==> config.mk <==
export PLATFORM = sky130hd
export DESIGN_NAME = sc_speed_tick_scheduler
export DESIGN_NICKNAME = d
export VERILOG_FILES = /design/src/rtl/sc_speed_tick_scheduler.sv
export SDC_FILE = /design/constraint.sdc
export NUM_CORES = 1
export LEC_CHECK = 0
export ABC_AREA = 1
export CAP_MARGIN = 20
export CORE_UTILIZATION = 60
export DETAILED_ROUTE_END_ITERATION = 6
export GPL_ROUTABILITY_DRIVEN = 0
export PLACE_DENSITY = 0.79
export SYNTH_ARGS = -nofsm -noshare
export SYNTH_HDL_FRONTEND = slang
export SYNTH_SLANG_ARGS = --single-unit
==> constraint.sdc <==
create_clock -name SC_SpeedTick_CLOCK_50 -period 3 [get_ports SC_SpeedTick_CLOCK_50]
set_clock_uncertainty 0.15 [all_clocks]
set_input_delay 0.6 -clock SC_SpeedTick_CLOCK_50 [delete_from_list [all_inputs] [get_ports SC_SpeedTick_CLOCK_50]]
set_output_delay 0.6 -clock SC_SpeedTick_CLOCK_50 [all_outputs]
set_load 0.05 [all_outputs]
==> src/rtl/sc_speed_tick_scheduler.sv <==
// Speed-zone tick scheduler: maps the progress level onto a speed zone and emits
// one-cycle ticks at that zone's millisecond period, with start/pause/hold/finish sequencing.
module sc_speed_tick_scheduler #(
    parameter int PRESCALE_DIV = 50000,
    parameter int ZONE0_MS     = 350,
    parameter int ZONE2_MS     = 280,
    parameter int ZONE4_MS     = 200,
    parameter int PERIOD_W     = 10
) (
    input  logic       SC_SpeedTick_CLOCK_50,
    input  logic       SC_SpeedTick_RESET_InHigh,
    input  logic       SC_SpeedTick_start_InHigh,
    input  logic       SC_SpeedTick_pause_InHigh,
    input  logic [5:0] SC_SpeedTick_level_InBUS,
    output logic       SC_SpeedTick_tick_Out,
    output logic [2:0] SC_SpeedTick_zone_OutBUS,
    output logic       SC_SpeedTick_busy_Out,
    output logic       SC_SpeedTick_done_Out,
    output logic [7:0] SC_SpeedTick_tickcount_OutBUS
);

    localparam int PRE_W = (PRESCALE_DIV > 1) ? $clog2(PRESCALE_DIV) : 1;

    localparam logic [2:0] ST_IDLE  = 3'd0;
    localparam logic [2:0] ST_RUN   = 3'd1;
    localparam logic [2:0] ST_HOLD  = 3'd2;
    localparam logic [2:0] ST_PAUSE = 3'd3;
    localparam logic [2:0] ST_DONE  = 3'd4;

    logic [2:0]          stateReg, stateNext, resumeReg;
    logic [2:0]          zoneReg, zoneDec;
    logic [PRE_W-1:0]    prescaleCnt;
    logic [PERIOD_W-1:0] periodCnt, periodMs;
    logic                tickReg, busyReg, doneReg;
    logic [7:0]          tickCount;
    logic                msStrobe, periodEnd;
    logic                startAcc, zoneChg, pauseEnt, countEn;

    function automatic logic [2:0] zoneState(input logic [2:0] z);
        if (z == 3'd5)                   return ST_DONE;
        else if (z == 3'd1 || z == 3'd3) return ST_HOLD;
        else                             return ST_RUN;
    endfunction

    always_comb begin
        zoneDec = 3'd5;
        if (SC_SpeedTick_level_InBUS <= 6'd10)      zoneDec = 3'd0;
        else if (SC_SpeedTick_level_InBUS <= 6'd17) zoneDec = 3'd1;
        else if (SC_SpeedTick_level_InBUS <= 6'd32) zoneDec = 3'd2;
        else if (SC_SpeedTick_level_InBUS <= 6'd40) zoneDec = 3'd3;
        else if (SC_SpeedTick_level_InBUS <= 6'd60) zoneDec = 3'd4;
    end

    always_comb begin
        case (zoneReg)
            3'd2:    periodMs = PERIOD_W'(ZONE2_MS);
            3'd4:    periodMs = PERIOD_W'(ZONE4_MS);
            default: periodMs = PERIOD_W'(ZONE0_MS);
        endcase
    end

    assign msStrobe  = (prescaleCnt == PRE_W'(PRESCALE_DIV - 1));
    assign periodEnd = msStrobe && (periodCnt == periodMs - PERIOD_W'(1));

    assign startAcc = (stateReg == ST_IDLE || stateReg == ST_DONE) && SC_SpeedTick_start_InHigh;
    assign pauseEnt = (stateReg == ST_RUN || stateReg == ST_HOLD) && SC_SpeedTick_pause_InHigh;
    assign zoneChg  = (stateReg == ST_RUN || stateReg == ST_HOLD) && !SC_SpeedTick_pause_InHigh
                      && (zoneDec != zoneReg);
    // The resume edge already counts; the pause edge does not, so a paused
    // interval shifts the next tick by exactly the number of frozen edges.
    assign countEn  = !SC_SpeedTick_pause_InHigh &&
                      ((stateReg == ST_RUN && zoneDec == zoneReg) ||
                       (stateReg == ST_PAUSE && resumeReg == ST_RUN));

    always_comb begin
        stateNext = stateReg;
        case (stateReg)
            ST_IDLE, ST_DONE: if (SC_SpeedTick_start_InHigh) stateNext = zoneState(zoneDec);
            ST_RUN, ST_HOLD: begin
                if (SC_SpeedTick_pause_InHigh) stateNext = ST_PAUSE;
                else if (zoneDec != zoneReg)   stateNext = zoneState(zoneDec);
            end
            ST_PAUSE: if (!SC_SpeedTick_pause_InHigh) stateNext = resumeReg;
            default:  stateNext = ST_IDLE;
        endcase
    end

    always_ff @(posedge SC_SpeedTick_CLOCK_50 or posedge SC_SpeedTick_RESET_InHigh) begin
        if (SC_SpeedTick_RESET_InHigh) begin
            stateReg    <= ST_IDLE;
            resumeReg   <= ST_IDLE;
            zoneReg     <= 3'd0;
            prescaleCnt <= '0;
            periodCnt   <= '0;
            tickReg     <= 1'b0;
            busyReg     <= 1'b0;
            doneReg     <= 1'b0;
            tickCount   <= 8'd0;
        end else begin
            stateReg <= stateNext;
            busyReg  <= (stateNext == ST_RUN) || (stateNext == ST_HOLD) || (stateNext == ST_PAUSE);
            doneReg  <= (stateNext == ST_DONE);
            tickReg  <= 1'b0;
            if (pauseEnt) resumeReg <= stateReg;
            if (startAcc || zoneChg) begin
                zoneReg     <= zoneDec;
                prescaleCnt <= '0;
                periodCnt   <= '0;
                if (startAcc) tickCount <= 8'd0;
            end else if (countEn) begin
                prescaleCnt <= msStrobe ? '0 : prescaleCnt + PRE_W'(1);
                if (periodEnd) begin
                    periodCnt <= '0;
                    tickReg   <= 1'b1;
                    if (tickCount != 8'hFF) tickCount <= tickCount + 8'd1;
                end else if (msStrobe) begin
                    periodCnt <= periodCnt + PERIOD_W'(1);
                end
            end
        end
    end

    assign SC_SpeedTick_tick_Out         = tickReg;
    assign SC_SpeedTick_zone_OutBUS      = zoneReg;
    assign SC_SpeedTick_busy_Out         = busyReg;
    assign SC_SpeedTick_done_Out         = doneReg;
    assign SC_SpeedTick_tickcount_OutBUS = tickCount;

endmodule

==> results.sh, run 1 <==
# physical design summary
export IMPL_outcome="finished clean"
export IMPL_cp_depth=14
export IMPL_finalMaxSlewViolations=0
export IMPL_ys_sh_simple_pct=37.7
export IMPL_ys_flops=46
export IMPL_synth_warnings=0
export IMPL_postCtsHoldBufs=0
export IMPL_antenna_found_initial=0
export IMPL_hold_viol_final=0
export IMPL_combPwrFrac_pct=49.2
export IMPL_top_area_share_pct=36.8
export IMPL_num_nonclk_buffers=26
export IMPL_cts_root_buf="clkbuf_8"
export IMPL_cts_setup_buffers=0
export IMPL_top_cells_by_area="dfrtp_1 37%, nand2_1 11%, nand3_1 7.5%, xor2_1 6.2%, inv_1 6.0%"
export IMPL_async_reset_ff_share_pct=100
export IMPL_pin_count=24
export IMPL_logic_gate_count=298
export IMPL_numPortBuffers=23
export IMPL_grt_pass1_wl_um=11100
export IMPL_crit_reg2reg_capture="SC_SpeedTick_tickcount_OutBUS[1]"
export IMPL_setup_slack_ps=424
export IMPL_slew_headroom_pct=60.9
export IMPL_critPathKind="input pin to flop"
export IMPL_p_switching_mw=1.30
export IMPL_grt_max_degree=47
export IMPL_min_delay_start="periodCnt[6]"
export IMPL_inverters=53
export IMPL_p_seq_uw=927
export IMPL_buf_share_pct=7.15
export IMPL_cp_start_kind="input pin"
export IMPL_dieArea_mm2=0.00550
export IMPL_final_nets=443
export IMPL_clk_pin_slew_worst_paths_ps=100
export IMPL_fp_nets=414
export IMPL_fmax_mhz=388
export IMPL_cp_end_kind="flop"
export IMPL_pwr_share_seq_pct=33.7
export IMPL_p_comb_mw=1.35
export IMPL_synthMuxAreaShare_pct=0
export IMPL_path_common_cell="nand2_1"
export IMPL_final_setup_tns_ps=0
export IMPL_drv_cap=0
export IMPL_seq_area_mm2=0.00115
export IMPL_hold_path_depth=2
export IMPL_yosys_area_mm2=0.00313
export IMPL_combGateArea_mm2=0.00172
export IMPL_synthCells=401
export IMPL_ys_sh_xor_pct=6.72
export IMPL_sh_seq_area_pct=32.6
export IMPL_cts_buffers=5
export IMPL_comb_share_pct=48.7
export IMPL_dp_cells=490
export IMPL_final_antenna_net_count=0
export IMPL_ir_drop_mv=0.657
export IMPL_crit_chain="clkdlybuf4s50_1, inv_1, o31ai_1, nand2_1, nand2_1, nand2_2, nand2_2, nand2_4, nand2_8, inv_12, nand2_8, nand2_4, nand2_1, nand2_1"
export IMPL_ys_sh_adder_pct=1.20
export IMPL_synth_edff_count=0
export IMPL_p_int_mw=1.44
export IMPL_fp_dieH_um=74.2
export IMPL_ys_flop_type="dfrtp_1"
export IMPL_highest_layer="met4"
export IMPL_worstPathBufferInverterCount=3
export IMPL_fin_crit_sh_pct=85.9
export IMPL_largestClassByArea="logic gates"
export IMPL_wl_met2_um=3160
export IMPL_drc_errors=0
export IMPL_drtIter0Drc=160
export IMPL_ys_seq_share_pct=36.8
export IMPL_grt_pass1_vias=2526
export IMPL_r2r_start="prescaleCnt[0]"
export IMPL_warnings=26
## run 1: Yosys cell counts, types with 3 or more instances
| library cell | instances |
|---|---|
| nand2_1 | 94 |
| inv_1 | 50 |
| nand3_1 | 47 |
| dfrtp_1 | 46 |
| nor2_1 | 38 |
| xor2_1 | 22 |
| o21ai_0 | 14 |
| nor3_1 | 12 |
| nand4_1 | 10 |
| o22ai_2 | 10 |
| nand2_2 | 5 |
| nand2_4 | 5 |
| nand3b_1 | 4 |
| nor4_1 | 4 |
| o21ai_1 | 4 |
| ha_1 | 3 |
| nand2_8 | 3 |
## run 1: per-stage QoR
stage	instance area (um2)	util (%)	hold slack (ps)
4_1_cts	3530	72.4	359
3_5_place_dp	3420	70.1	332
5_1_grt	3530	72.4	378
2_1_floorplan	3130	-	299
6_report	3530	72.4	367
3_3_place_gp	3420	70.1	327
Figure 1. Logic cells by family (run 1).
The bar under the picture is 20 um long.
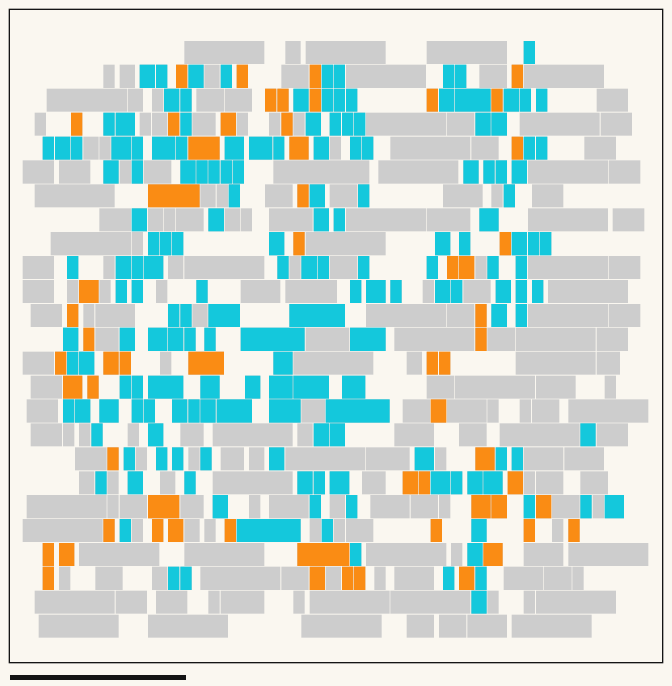
legend:
  NOR gates:
    color: orange
    cells: 61
    where: widely spread
  NAND gates:
    color: cyan
    cells: 171
final non-filler cell total: 498
most numerous logic cell after layout: nand2_1

Figure 2. Routing congestion (run 1).
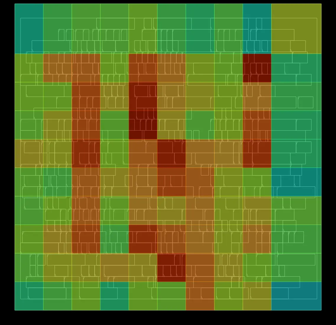
busiest grt layer: met2
grt met2 use: 44.0%
met3 Resource Use GR: 3.93%
post-layout util: 72.4%
met1 Usage GRT: 34.6%

Figure 3. Signal wires by layer (run 1).
The bar under the picture is 20 um long.
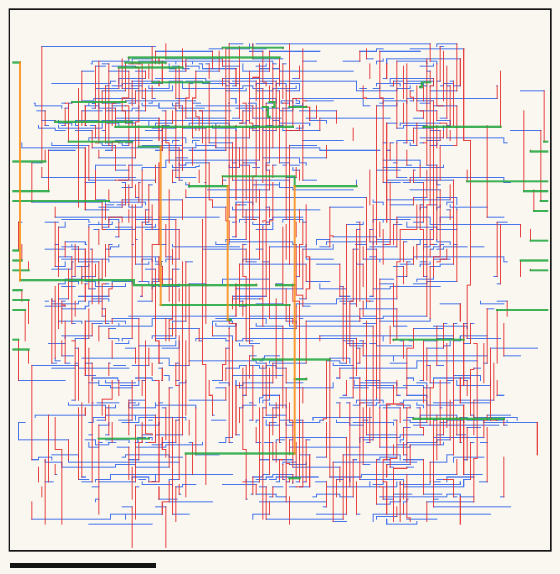
legend:
  metal 3:
    color: green
    wire_length: 329 um
  metal 1:
    color: blue
    wire_length: 2,920 um
  metal 4:
    color: orange
    wire_length: 107 um
  metal 2:
    color: red
    wire_length: 3,160 um
Vias: 2,734
drt wl/cell: 13.1 um
routed wire length: 6510 um
Total Routing Usage GR: 26.3%

Figure 4. Clock network drawn from the DEF (run 1).
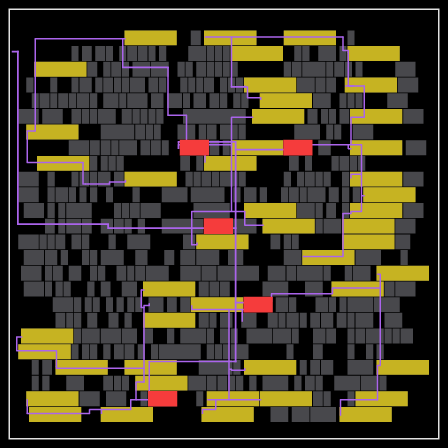
legend:
  clock drivers:
    color: red
    count: 5
  flip-flops:
    color: yellow
    count: 46
  clock wires:
    color: purple
    length: 586 um
routed clock nets: 6
Latency at later pin: 310 ps
P_clk: 469 uW
Clk pwr share: 17.1%

==> run 2, diff against run 1 <==
--- a/config.mk
+++ b/config.mk
@@ -7,10 +7,11 @@
 export LEC_CHECK = 0
 export ABC_AREA = 1
 export CAP_MARGIN = 20
-export CORE_UTILIZATION = 60
+export CORE_UTILIZATION = 45
 export DETAILED_ROUTE_END_ITERATION = 6
 export GPL_ROUTABILITY_DRIVEN = 0
-export PLACE_DENSITY = 0.79
+export PLACE_DENSITY = 0.61
+export RECOVER_POWER = 25
 export SYNTH_ARGS = -nofsm -noshare
 export SYNTH_HDL_FRONTEND = slang
 export SYNTH_SLANG_ARGS = --single-unit
==> run 2 against run 1 <==
Net effect:
- the flow now finishes with violations (DRC)
- register-to-register slack improved by 30 ps
- non-clock buffer count unchanged
- sequential power about the same
- cell count increased by 2.6%
- sequential share of layout area decreased by 0.081 points
- total power decreased by 0.96%
- clock power decreased by 1%
- core utilization decreased by 20 points
- die area increased by 32%
- clock-buffer cell count unchanged
- maximum frequency decreased by 1.5%
- global-route usage decreased by 7.3 points
- largest power group unchanged
- highest routed layer unchanged
==> results.sh, run 2 <==
# physical design summary
export IMPL_outcome="finished, violations left"
export IMPL_violations="DRC"
export IMPL_cts_setup_buffers=0
export IMPL_final_nets=443
export IMPL_fin_crit_sh_pct=87.1
export IMPL_top_usage_layer="met2"
export IMPL_wl_met2_um=2980
export IMPL_ys_flops=46
export IMPL_crit_chain="clkdlybuf4s50_1, inv_1, o31ai_1, nand2_1, nand2_1, nand2_2, nand2_2, nand2_4, nand2_8, inv_12, nand2_8, nand2_4, nand2_1, o21ai_2"
export IMPL_cp_start_kind="input pin"
export IMPL_r2r_start="prescaleCnt[0]"
export IMPL_cts_buffers=5
export IMPL_antenna_found_initial=0
export IMPL_synth_edff_count=0
export IMPL_finalMaxSlewViolations=0
export IMPL_top_cells_by_count="94 x nand2_1, 50 x inv_1, 47 x nand3_1"
export IMPL_vias=2657
export IMPL_hold_path_depth=2
export IMPL_slew_headroom_pct=44.2
export IMPL_pwr_share_seq_pct=34.0
export IMPL_layout_cells_most_common="nand2_1"
export IMPL_grt_pass1_vias=2419
export IMPL_async_reset_ff_share_pct=100
export IMPL_drc_errors=1
export IMPL_ys_sh_xor_pct=6.72
export IMPL_fp_nets=414
export IMPL_top_cells_by_area="dfrtp_1 37%, nand2_1 11%, nand3_1 7.5%, xor2_1 6.2%, inv_1 6.0%"
export IMPL_critPathKind="input pin to flop"
export IMPL_clk_pin_slew_worst_paths_ps=90
export IMPL_routed_wl_um=6440
export IMPL_dieArea_mm2=0.00729
export IMPL_numPortBuffers=23
export IMPL_min_delay_start="periodCnt[6]"
export IMPL_synthCells=401
export IMPL_p_int_mw=1.44
export IMPL_ys_sh_simple_pct=37.7
export IMPL_cp_depth=14
export IMPL_yosysMostFrequentCell="nand2_1"
export IMPL_setup_slack_ps=386
export IMPL_drv_cap=0
run 2: per-stage QoR:
step	total power, mW	instance area, um2	cells
after CTS	2.74	3550	511
after detailed placement	2.28	3440	503
final	2.72	3540	511
after global placement	2.26	3440	503
after global routing	2.93	3540	511
after floorplan	2.02	3130	401
run 2: cell type report:
| cell class | count | share of cell area, % |
|---|---|---|
| Sequential cell | 46 | 32.5 |
| Inverter | 53 | 5.97 |
| Multi-Input combinational cell | 298 | 48.6 |
| Clock inverter | 3 | 1.13 |
| Timing Repair Buffer | 26 | 7.06 |
| Clock buffer | 5 | 1.94 |
| Tap cell | 80 | 2.82 |
Figure 5. Logic cells by family (run 2).
The bar under the picture is 20 um long.
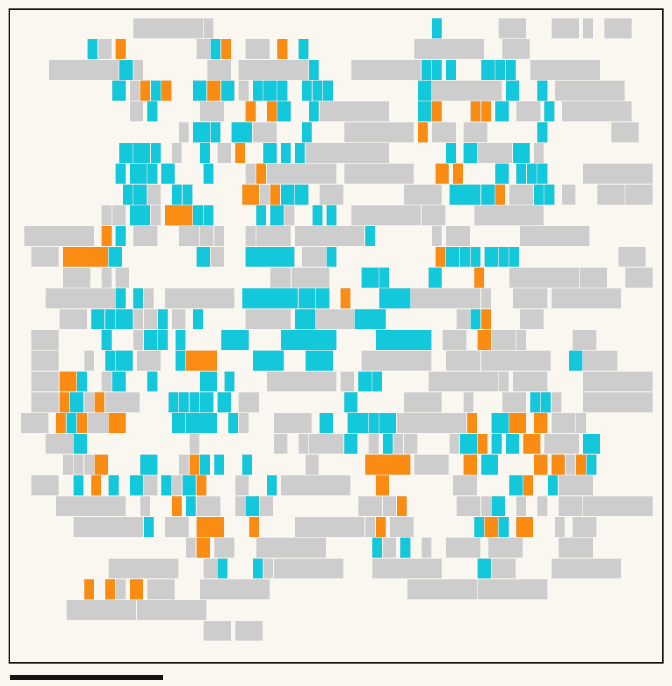
legend:
  NAND gates:
    color: cyan
    cells: 171
  NOR gates:
    color: orange
    cells: 61
    where: widely spread
combinational share of cell area: 48.6%
final non-filler cell total: 511

Figure 6. Clock network drawn from the DEF (run 2).
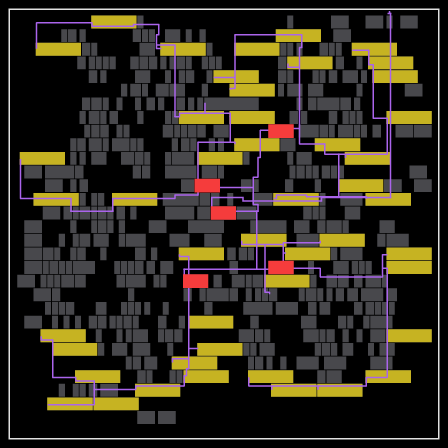
legend:
  clock drivers:
    color: red
    count: 5
  clock wires:
    color: purple
    length: 629 um
  flip-flops:
    color: yellow
    count: 46
routed clock nets: 6
flops lie: widely spread
P_clk: 464 uW
Latency at later pin: 300 ps

==> run 3, diff against run 2 <==
--- a/config.mk
+++ b/config.mk
@@ -12,6 +12,7 @@
 export GPL_ROUTABILITY_DRIVEN = 0
 export PLACE_DENSITY = 0.61
 export RECOVER_POWER = 25
+export SLEW_MARGIN = 20
 export SYNTH_ARGS = -nofsm -noshare
 export SYNTH_HDL_FRONTEND = slang
 export SYNTH_SLANG_ARGS = --single-unit
Figure 7. Logic cells by family (run 3).
The bar under the picture is 20 um long.
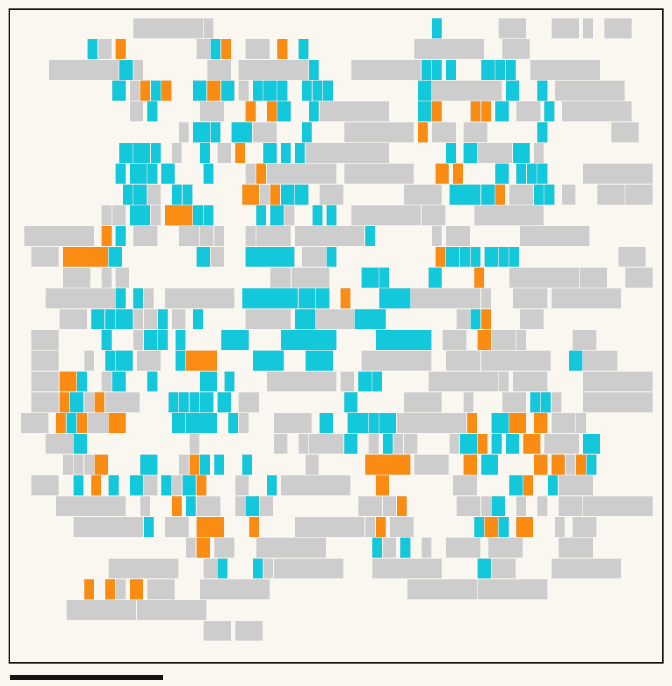
legend:
  NOR gates:
    color: orange
    cells: 61
    where: widely spread
  NAND gates:
    color: cyan
    cells: 171

Figure 8. Routing congestion (run 3).
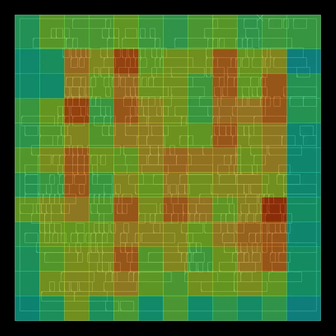
grt met2 use: 30.6%
met3 Resource Use GR: 2.92%
met1 Usage GRT: 27.0%
drt wl/cell: 12.6 um

==> run 3 against run 2 <==
Net effect:
- the run still ends with DRC left
- flip-flop count unchanged
- hold slack is the same
- non-clock buffer count unchanged
- total power did not move
- routed wire length is the same
- via count did not move
- worst setup slack stayed put
- global-route usage did not move
- core utilization did not move
- design area stayed put
- critical endpoint unchanged
==> results.sh, run 3 <==
# physical design summary
export IMPL_violations="DRC"
export IMPL_finalMaxSlewViolations=0
export IMPL_p_comb_mw=1.33
export IMPL_setup_slack_ps=386
export IMPL_warnings=26
export IMPL_grt_pass1_wl_um=11100
export IMPL_fmax_mhz=383
export IMPL_p_switching_mw=1.28
export IMPL_p_clk_uw=464
export IMPL_slew_headroom_pct=44.2
export IMPL_drv_cap=0
export IMPL_grt_pass1_vias=2419
export IMPL_fp_nets=414
export IMPL_vias=2657
export IMPL_grt_max_degree=34
export IMPL_path_common_cell="nand2_1"
export IMPL_ys_sh_aoi_pct=9.44
export IMPL_ys_seq_share_pct=36.8
export IMPL_pwr_share_seq_pct=34.0
export IMPL_fin_crit_sh_pct=87.1
export IMPL_pin_count=24
export IMPL_cp_depth=14
export IMPL_p_clk_share_pct=17.1
export IMPL_ys_sh_simple_pct=37.7
export IMPL_numPortBuffers=23
export IMPL_ys_sh_xor_pct=6.72
export IMPL_top_cells_by_area="dfrtp_1 37%, nand2_1 11%, nand3_1 7.5%, xor2_1 6.2%, inv_1 6.0%"
export IMPL_synth_edff_count=0
export IMPL_min_delay_start="periodCnt[6]"
export IMPL_crit_reg2reg_capture="SC_SpeedTick_tickcount_OutBUS[0]"
export IMPL_outcome="finished, violations left"
export IMPL_top_usage_layer="met2"
export IMPL_clk_latency_ps=300
export IMPL_final_antenna_net_count=0
export IMPL_ys_flops=46
export IMPL_final_nets=443
export IMPL_r2r_start="prescaleCnt[0]"
export IMPL_cp_end_kind="flop"
export IMPL_p_int_mw=1.44
export IMPL_wl_met2_um=2980
export IMPL_final_setup_tns_ps=0
export IMPL_routed_wl_um=6440
export IMPL_highest_layer="met4"
export IMPL_worstPathBufferInverterCount=3
export IMPL_cts_setup_buffers=0
export IMPL_hold_path_depth=2
export IMPL_combPwrFrac_pct=48.9
export IMPL_crit_chain="clkdlybuf4s50_1, inv_1, o31ai_1, nand2_1, nand2_1, nand2_2, nand2_2, nand2_4, nand2_8, inv_12, nand2_8, nand2_4, nand2_1, o21ai_2"
export IMPL_ys_sh_adder_pct=1.20
export IMPL_critPathKind="input pin to flop"
export IMPL_layout_cells_most_common="nand2_1"
export IMPL_async_reset_ff_share_pct=100
export IMPL_ys_flop_type="dfrtp_1"
export IMPL_ir_drop_mv=0.468
export IMPL_postCtsHoldBufs=0
export IMPL_synthCells=401
export IMPL_p_seq_uw=925
export IMPL_crit_family="simple AND/OR/NAND/NOR gates"
export IMPL_drc_errors=1
export IMPL_top_cells_by_count="94 x nand2_1, 50 x inv_1, 47 x nand3_1"
export IMPL_cp_start_kind="input pin"
## run 3: cell counts after synthesis
Identical to the previous run, type by type.
## run 3: through the flow
stage | hold slack (ps) | instance area (um2) | utilization [%] | instances
final | 356 | 3540 | 52.4 | 511
after CTS | 348 | 3550 | 52.5 | 511
after global routing | 394 | 3540 | 52.4 | 511
after global placement | 330 | 3440 | 50.9 | 503
after floorplan | 299 | 3130 | - | 401
after detailed placement | 324 | 3440 | 50.9 | 503
## run 3: cell type report
| class | instances | area [um2] |
|---|---|---|
| clock buffers | 5 | 68.8 |
| clock inverters | 3 | 40.0 |
| fillers | 665 | 3210 |
| inverters | 53 | 211 |
| multi-input cells | 298 | 1720 |
| flip-flops and latches | 46 | 1150 |
| well taps | 80 | 100 |
| repair buffers | 26 | 250 |
Power and IR drop assume default switching activity.
